$ cat src/rtl/mux_pkg.sv
// Shared types and default sizing for the mux_scanner block.
package mux_pkg;

    localparam int DEF_WIDTH    = 8;
    localparam int DEF_CHANNELS = 8;
    localparam int DEF_DWELL    = 4;

    typedef enum logic [1:0] {
        IDLE   = 2'b00,
        DIRECT = 2'b01,
        SCAN   = 2'b10
    } mux_state_e;

    // A DWELL of 1 would give a zero-width counter, so keep at least one bit.
    function automatic int cnt_width(input int dwell);
        return (dwell > 1) ? $clog2(dwell) : 1;
    endfunction

endpackage

$ cat src/rtl/mux_dwell_ctr.sv
// Channel register and per-channel dwell counter for the scanner.
module mux_dwell_ctr
    import mux_pkg::*;
#(
    parameter int CHANNELS = DEF_CHANNELS,
    parameter int DWELL    = DEF_DWELL,
    localparam int SEL_W   = $clog2(CHANNELS),
    localparam int CNT_W   = cnt_width(DWELL)
) (
    input  logic             clk,
    input  logic             rst,
    input  logic             scan_step,
    input  logic             state_chg,
    input  logic             sel_load,
    input  logic [SEL_W-1:0] sel,
    output logic [SEL_W-1:0] ch,
    output logic [CNT_W-1:0] cnt
);

    logic [SEL_W-1:0] ch_r;
    logic [CNT_W-1:0] cnt_r;
    logic             cnt_last_s;
    logic             advance_s;
    logic [SEL_W-1:0] ch_next_s;

    // Decide whether this capture completes the dwell and where the scan goes next.
    always_comb begin
        cnt_last_s = 1'b0;
        advance_s  = 1'b0;
        ch_next_s  = ch_r;
        cnt_last_s = (cnt_r == CNT_W'(DWELL - 1));
        // A state change restarts the dwell rather than advancing the channel.
        advance_s  = scan_step && !state_chg && cnt_last_s;
        if (ch_r == SEL_W'(CHANNELS - 1)) begin
            ch_next_s = '0;
        end else begin
            ch_next_s = ch_r + SEL_W'(1);
        end
    end

    // Channel and dwell registers; an explicit select always wins over the scan.
    always_ff @(posedge clk) begin
        if (rst) begin
            ch_r  <= '0;
            cnt_r <= '0;
        end else begin
            if (sel_load) begin
                ch_r <= sel;
            end else if (advance_s) begin
                ch_r <= ch_next_s;
            end else begin
                ch_r <= ch_r;
            end

            if (state_chg || sel_load) begin
                cnt_r <= '0;
            end else if (scan_step) begin
                cnt_r <= cnt_last_s ? '0 : (cnt_r + CNT_W'(1));
            end else begin
                cnt_r <= cnt_r;
            end
        end
    end

    assign ch  = ch_r;
    assign cnt = cnt_r;

endmodule

$ cat src/rtl/mux_scanner.sv
// Channel multiplexer with direct-select and auto-scan modes and a
// valid/ready registered output. Define MUX_SCANNER_RANGE_CHK_EN to flag
// out-of-range selects on sel_err.
module mux_scanner
    import mux_pkg::*;
#(
    parameter int WIDTH    = DEF_WIDTH,
    parameter int CHANNELS = DEF_CHANNELS,
    parameter int DWELL    = DEF_DWELL,
    localparam int SEL_W   = $clog2(CHANNELS)
) (
    input  logic                      clk,
    input  logic                      rst,
    input  logic                      en,
    input  logic                      mode,
    input  logic [CHANNELS*WIDTH-1:0] in_data,
    input  logic [SEL_W-1:0]          sel,
    input  logic                      sel_valid,
    output logic [WIDTH-1:0]          out_data,
    output logic [SEL_W-1:0]          out_ch,
    output logic                      out_valid,
    input  logic                      out_ready,
    output logic                      sel_err
);

    localparam int CNT_W = cnt_width(DWELL);
    localparam logic [SEL_W:0] CH_LIMIT = (SEL_W + 1)'(CHANNELS);

    mux_state_e       state_r;
    mux_state_e       state_nxt_s;
    logic [WIDTH-1:0] out_data_r;
    logic [SEL_W-1:0] out_ch_r;
    logic             out_valid_r;

    logic             slot_free_s;
    logic             capture_s;
    logic             state_chg_s;
    logic             sel_in_range_s;
    logic             sel_load_s;
    logic             scan_step_s;
    logic [WIDTH-1:0] chan_sample_s;
    logic [SEL_W-1:0] ch_s;
    logic [CNT_W-1:0] cnt_s;
    logic             zero_pend_s;

    // Next-state decode: en and mode alone pick the operating state.
    always_comb begin
        state_nxt_s = IDLE;
        case ({en, mode})
            2'b10:   state_nxt_s = DIRECT;
            2'b11:   state_nxt_s = SCAN;
            default: state_nxt_s = IDLE;
        endcase
    end

    // State register.
    always_ff @(posedge clk) begin
        if (rst) begin
            state_r <= IDLE;
        end else begin
            state_r <= state_nxt_s;
        end
    end

    // Capture qualification and select decode.
    always_comb begin
        slot_free_s    = 1'b0;
        capture_s      = 1'b0;
        state_chg_s    = 1'b0;
        sel_in_range_s = 1'b0;
        sel_load_s     = 1'b0;
        scan_step_s    = 1'b0;
        chan_sample_s  = '0;
        slot_free_s    = !out_valid_r || out_ready;
        capture_s      = (state_r != IDLE) && slot_free_s;
        state_chg_s    = (state_nxt_s != state_r);
        sel_in_range_s = ({1'b0, sel} < CH_LIMIT);
        sel_load_s     = sel_valid && sel_in_range_s;
        scan_step_s    = capture_s && (state_r == SCAN);
        chan_sample_s  = in_data[int'(ch_s) * WIDTH +: WIDTH];
    end

    mux_dwell_ctr #(
        .CHANNELS (CHANNELS),
        .DWELL    (DWELL)
    ) u_dwell_ctr (
        .clk       (clk),
        .rst       (rst),
        .scan_step (scan_step_s),
        .state_chg (state_chg_s),
        .sel_load  (sel_load_s),
        .sel       (sel),
        .ch        (ch_s),
        .cnt       (cnt_s)
    );

`ifdef MUX_SCANNER_RANGE_CHK_EN
    logic sel_err_r;
    logic zero_pend_r;
    logic sel_bad_s;

    assign sel_bad_s = sel_valid && !sel_in_range_s;

    // Sticky error flag plus a one-shot request to blank the next captured sample.
    always_ff @(posedge clk) begin
        if (rst) begin
            sel_err_r   <= 1'b0;
            zero_pend_r <= 1'b0;
        end else if (sel_bad_s) begin
            sel_err_r   <= 1'b1;
            zero_pend_r <= 1'b1;
        end else if (capture_s) begin
            sel_err_r   <= sel_err_r;
            zero_pend_r <= 1'b0;
        end else begin
            sel_err_r   <= sel_err_r;
            zero_pend_r <= zero_pend_r;
        end
    end

    assign sel_err     = sel_err_r;
    assign zero_pend_s = zero_pend_r;
`else
    assign sel_err     = 1'b0;
    assign zero_pend_s = 1'b0;
`endif

    // Output register: capture when the slot is free, otherwise hold for the consumer.
    always_ff @(posedge clk) begin
        if (rst) begin
            out_data_r  <= '0;
            out_ch_r    <= '0;
            out_valid_r <= 1'b0;
        end else if (capture_s) begin
            out_data_r  <= zero_pend_s ? '0 : chan_sample_s;
            out_ch_r    <= ch_s;
            out_valid_r <= 1'b1;
        end else if (slot_free_s) begin
            out_data_r  <= out_data_r;
            out_ch_r    <= out_ch_r;
            out_valid_r <= 1'b0;
        end else begin
            out_data_r  <= out_data_r;
            out_ch_r    <= out_ch_r;
            out_valid_r <= out_valid_r;
        end
    end

    assign out_data  = out_data_r;
    assign out_ch    = out_ch_r;
    assign out_valid = out_valid_r;

endmodule

$ cat config.mk
export PLATFORM = sky130hd
export DESIGN_NAME = mux_scanner
export DESIGN_NICKNAME = d
export VERILOG_FILES = /design/src/rtl/mux_pkg.sv /design/src/rtl/mux_dwell_ctr.sv /design/src/rtl/mux_scanner.sv
export SDC_FILE = /design/constraint.sdc
export NUM_CORES = 1
export LEC_CHECK = 0
export ABC_AREA = 1
export CORE_MARGIN = 2
export CORE_UTILIZATION = 37
export DETAILED_ROUTE_END_ITERATION = 10
export HOLD_SLACK_MARGIN = 0.05
export PLACE_DENSITY = 0.77
export SLEW_MARGIN = 30
export SYNTH_ARGS = -nofsm -noshare
export SYNTH_HDL_FRONTEND = slang
export SYNTH_HIERARCHICAL = 1
export SYNTH_SLANG_ARGS = --single-unit
$ cat constraint.sdc
create_clock -name clk -period 1.7 [get_ports clk]
set_clock_uncertainty 0.1 [all_clocks]
set_input_delay 0.34 -clock clk [delete_from_list [all_inputs] [get_ports clk]]
set_output_delay 0.34 -clock clk [all_outputs]
set_load 0.05 [all_outputs]
==> design notes, run 1 <==
The tools report the total power of the final layout as 1.43 mW. The number of cells reported by Yosys stat comes to 326. Summing every instance area after synthesis gives 1760 um^2. The primary flip-flop cell chosen by synthesis mapping is sky130_fd_sc_hd__dfxtp_1.

Number of hold buffers added after cts: 0. The register with the most flip-flops in the layout has 8 of them. The class occupying the most area after layout is reported as combinational gates.

The number of clock buffers in the layout is 3, and the logic share of the area is 34.8%. For the total global-route track usage, the log shows 16.9%. The flow reports an fmax of 640 MHz.

CTS placed an instance of sky130_fd_sc_hd__clkbuf_8 at the clock tree root. The chip occupies 5320 um^2. The warning tally printed by Yosys for this design is 6.

Counting endpoints that fail hold in the final report gives 0. Per the STA report, the cell with the highest stage delay on the worst path is sky130_fd_sc_hd__clkdlybuf4s50_1. Detailed routing inserted a total of 2,005 vias. The adder and majority cell fraction of the synthesized area was 2.13%. The flow ran to the end, and the final reports show no timing, DRC or antenna violations. Per the layout area report, the register area comes to 382 um^2.

Per the detail_route report, vias per standard cell equal 4.29. The run gives 21.6% for the sequential element share of the synthesized area. With the final critical path time including I/O delays and setup at 1.56 ns, the leakage power summed over all cells is 1.56 nW. OpenSTA, run right after detailed placement, puts the worst setup slack at -0.138 ns. Per the timing report, the biggest fanout along the worst path comes to 5.

According to the finish report, the design has a final net count of 490.
run 1: layout by cell type, fill, tap and decap left out, types with 2 or more instances in the layout:
| master | netlist | routed |
|---|---|---|
| sky130_fd_sc_hd__ha_1 | 3 | 3 |
| sky130_fd_sc_hd__clkdlybuf4s50_1 | 0 | 71 |
| sky130_fd_sc_hd__inv_4 | 2 | 2 |
| sky130_fd_sc_hd__buf_4 | 5 | 24 |
| sky130_fd_sc_hd__nand2_1 | 130 | 130 |
| sky130_fd_sc_hd__o21ai_1 | 3 | 3 |
| sky130_fd_sc_hd__inv_2 | 3 | 4 |
| sky130_fd_sc_hd__nor2_1 | 9 | 9 |
| sky130_fd_sc_hd__clkbuf_8 | 0 | 3 |
| sky130_fd_sc_hd__nand3_1 | 46 | 46 |
| sky130_fd_sc_hd__a21oi_1 | 6 | 6 |
| sky130_fd_sc_hd__xor2_1 | 2 | 2 |
| sky130_fd_sc_hd__dfxtp_1 | 19 | 18 |
| sky130_fd_sc_hd__inv_1 | 83 | 82 |
run 1: worst paths after layout:
| kind | startpoint | endpoint | slack [ns] | depth (start not counted) |
|---|---|---|---|---|
| max | mode | u_dwell_ctr/ch[0] | 0.14 | 11 |
| min | out_ready | out_valid | 0.30 | 4 |
| max reg2reg | state_r[0] | u_dwell_ctr/ch[0] | 0.32 | 7 |
| min reg2reg | u_dwell_ctr/cnt[1] | u_dwell_ctr/cnt[1] | 0.37 | 2 |
run 1: metal layers:
layer	global-route usage, %	up-vias	share of wire, %
met3	3.73	4	6.4
met5	0	-	0
met4	2.88	0	0.47
met1	21.4	828	47
met2	29.8	58	46
li1	-	1115	-
run 1: power breakdown:
group | switching (mW) | internal, mW
registers | 0.0271 | 0.475
logic | 0.311 | 0.299
clock network | 0.156 | 0.163
total | 0.494 | 0.937
Run 1, supply network:
Bar = 20 um. Pins as bars on the die edge.
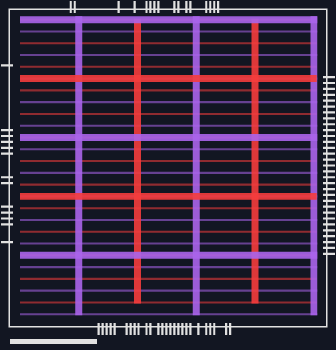
Key: purple = VSS; red = VDD
5 straps on met4. 5 straps on met5. 26 met1 rails follow the rows.
vertical die size: 73.0 um
placeable core region: 4660 um^2

Run 1, placement by cell class:
Fill, decap, tap and diode cells in grey.
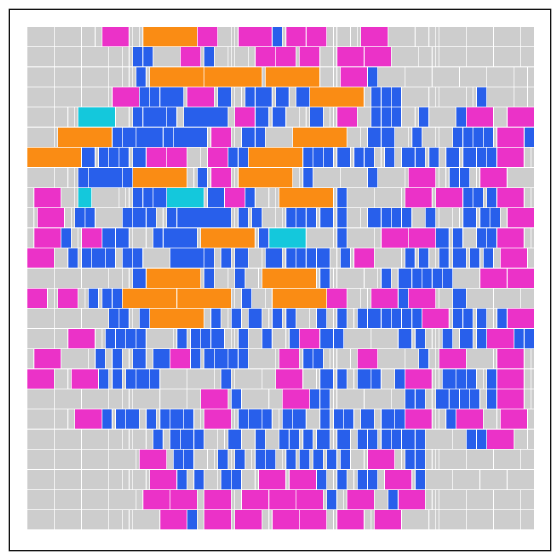
Key: blue = combinational and other logic [cells 294, share of their area 49%]; cyan = clock drivers and dummy loads [cells 4, share of their area 1.8%]; magenta = remaining buffers and delay cells [cells 96, share of their area 35%]; orange = sequential cells [cells 19, share of their area 15%]
standard-cell rows: 25
fin area: 2660 um^2
post-route core utilization: 57.1%
fraction of area in registers: 14.3%

Run 1, clock wires, drivers and flops:
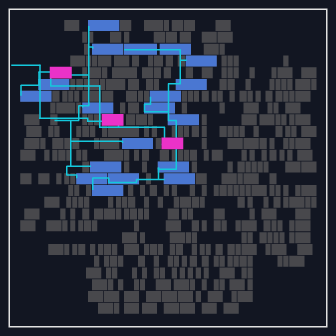
Key: magenta = clock drivers [count 3]; blue = flip-flops [count 19]; cyan = clock wires [length 249 um]
There are 4 routed clock nets.
clk_lat worst skew: 0.26 ns
Clock Power Share: 22.3%
clk pwr: 0.319 mW

==> inputs of run 2 (changes only) <==
--- a/config.mk
+++ b/config.mk
@@ -6,11 +6,13 @@
 export NUM_CORES = 1
 export LEC_CHECK = 0
 export ABC_AREA = 1
+export CELL_PAD_IN_SITES_DETAIL_PLACEMENT = 1
+export CELL_PAD_IN_SITES_GLOBAL_PLACEMENT = 1
 export CORE_MARGIN = 2
-export CORE_UTILIZATION = 37
+export CORE_UTILIZATION = 23
 export DETAILED_ROUTE_END_ITERATION = 10
 export HOLD_SLACK_MARGIN = 0.05
-export PLACE_DENSITY = 0.77
+export PLACE_DENSITY_LB_ADDON = 0.1
 export SLEW_MARGIN = 30
 export SYNTH_ARGS = -nofsm -noshare
 export SYNTH_HDL_FRONTEND = slang
Run 2, placement by cell class:
Fill, decap, tap and diode cells in grey.
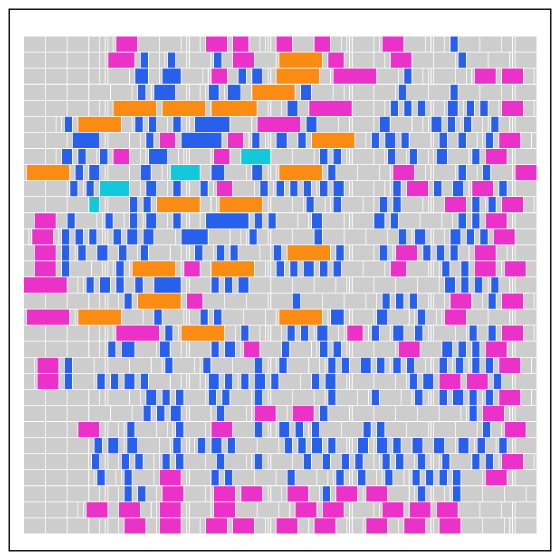
Key: cyan = clock drivers and dummy loads [cells 4, share of their area 1.7%]; blue = combinational and other logic [cells 294, share of their area 48%]; magenta = remaining buffers and delay cells [cells 93, share of their area 36%]; orange = sequential cells [cells 19, share of their area 14%]
placeable core region: 7330 um^2
post-route core utilization: 37.9%
fin area: 2780 um^2

==> design notes, run 2 <==
The flow ran to the end, and the final reports show no timing, DRC or antenna violations. With the cell count listed in synth_stat.txt at 326 (unchanged), the detailed-route vias per instance is 4.11 (-4.4%). The part of the total power dissipated in combinational logic is 44.3% (+1.7 points).

The run gives 625 MHz (-2.3%) for the upper clock frequency limit. The combinational group power is 0.654 mW (+7.2%). The tools report the clock network power as 0.318 mW (about the same).

The leakage power summed over all cells came out at 1.56 nW (+0.42%). The global-route track usage on met3 was 2.24% (-1.5 points). The run gives 291 um (+1.0%) for the routed wire length on met3. Per the finish-stage timing summary, setup violations number 0. Per the timing report, the most critical flop-to-flop path originates at state_r[0]. The met2 routing resource usage after global routing is 24.8% (-5.0 points), and the portion of total power attributed to the clock network is 21.5% (-0.8 points).

The proportion of power drawn by flip-flops and latches is 34.1% (-1.0 points), and the number of hold buffers added after cts is 0 (unchanged). The clock tree root buffer cell is sky130_fd_sc_hd__clkbuf_8. The met2 layer wire length in the routed design came out at 2670 um (+28%). The startpoint identified for the worst hold timing path is mode. Looking at the group totals, the largest power group turns out to be combinational logic. The standard-cell row count came out at 31 (+24%). Ranking logic cells in the layout by count gives the top entries 129 x sky130_fd_sc_hd__nand2_1, 83 x sky130_fd_sc_hd__inv_1, 71 x sky130_fd_sc_hd__clkdlybuf4s50_1. The highest metal layer carrying signal wires in the routed design is met4.

The number of hold violations in the final report came out at 0 (unchanged). The run gives 8360 um^2 (+57%) for the area enclosed by the die boundary. The tools report the pre-CTS setup slack as -0.194 ns (-0.0557 ns). The combined flip-flop and latch cell area was 382 um^2 (unchanged); the detailed-routing wirelength on met1 was 2820 um (+34%). The final critical path time including I/O delays and setup was 1.60 ns (+0.0371 ns); the net switching fraction of the power was 35.1% (+0.59 points). The logs give 6 (unchanged) for the tally of yosys warning messages and 0.958 mW (+2.2%) for the internal portion of total power.

The clock network latency to the later pin of the worst-skew pair is 0.25 ns (about the same), and the fraction of met1 tracks used by global routing is 18.5% (-3.0 points). The run gives 91.5 um (+25%) for the vertical die size. For the sequential power, the log shows 0.504 mW (about the same).

The post-synthesis instance area is 1760 um^2 (unchanged), and the maximum net fanout on the critical path is 5 (unchanged). The run gives 0.518 mW (+4.9%) as the net load switching power. Highest-utilization routing layer at the global route stage: met2. The flip-flop count of the largest register, all copies and words added was 8 (unchanged). TritonCTS built the clock tree.

The number of max-cap violations came out at 0.
Run 2, routed metal, one colour a layer:
Bar = 20 um. Only two layers are drawn.
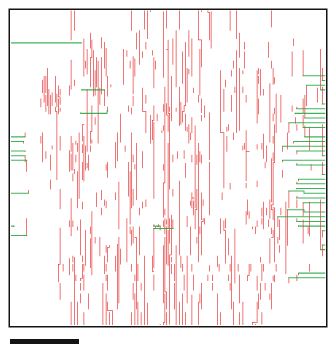
Key: red = metal 2 [wire length 2,670 um]; green = metal 3 [wire length 291 um]
Routed WL per cell: 11.4 um
combined global-route utilization of all metal layers: 14.0%
Post-Route WL: 5790 um
routed vias: 2,090

==> run 2: critical path, cell delays in order <==
cell                              delay (ns)
sky130_fd_sc_hd__clkdlybuf4s50_1        0.45
sky130_fd_sc_hd__inv_1                  0.04
sky130_fd_sc_hd__nand2_2                0.08
sky130_fd_sc_hd__o21ai_4                0.08
sky130_fd_sc_hd__nor3b_4                0.21
sky130_fd_sc_hd__nand3_2                0.15
sky130_fd_sc_hd__nand2_1                0.09
sky130_fd_sc_hd__inv_1                  0.05
sky130_fd_sc_hd__nor2_1                 0.10
sky130_fd_sc_hd__nor2_1                 0.05
==> run 2: what timing repair did <==
action                                 CTS  global route
endpoints found under the hold margin    0             0
setup endpoints to repair                0             2
resized                                  0             3
==> run 2: logic make-up (layout without fill, tap and decap cells) <==
kind of cell | count (synthesis) | count (layout) | synth area share, %
xor+xnor | 2 | 2 | 0.996
other cells | 1 | 1 | 0.213
compound gates | 10 | 10 | 3.49
buf+inv | 101 | 185 | 26.0
flops | 19 | 19 | 21.6
fa+ha+maj | 3 | 3 | 2.13
simple gates | 190 | 190 | 45.6
==> run 2: final cells by class <==
type,count,share of cell area [%]
tap,99,4.46
sequential,19,13.7
clock buffer,3,1.49
inverter,88,12.1
clock inverter,1,0.180
multi-input combinational,206,33.7
timing repair buffer,93,34.4
==> run 2: worst paths after layout <==
path                              to  slack [ns]  cells after the start
setup / recovery   u_dwell_ctr/ch[0]        0.10                     10
hold / removal            state_r[0]        0.30                      4
setup reg to reg   u_dwell_ctr/ch[0]        0.28                      7
hold reg to reg   u_dwell_ctr/cnt[1]        0.38                      2
==> run 2: per-stage QoR <==
step                instances  hold WS [ns]
finish                    509         0.299
global route              509         0.337
CTS                       509         0.382
detailed placement        505         0.372
global placement          505         0.355
floorplan                 326         0.302
No activity file was given, so power comes from the tool's default toggle rates.
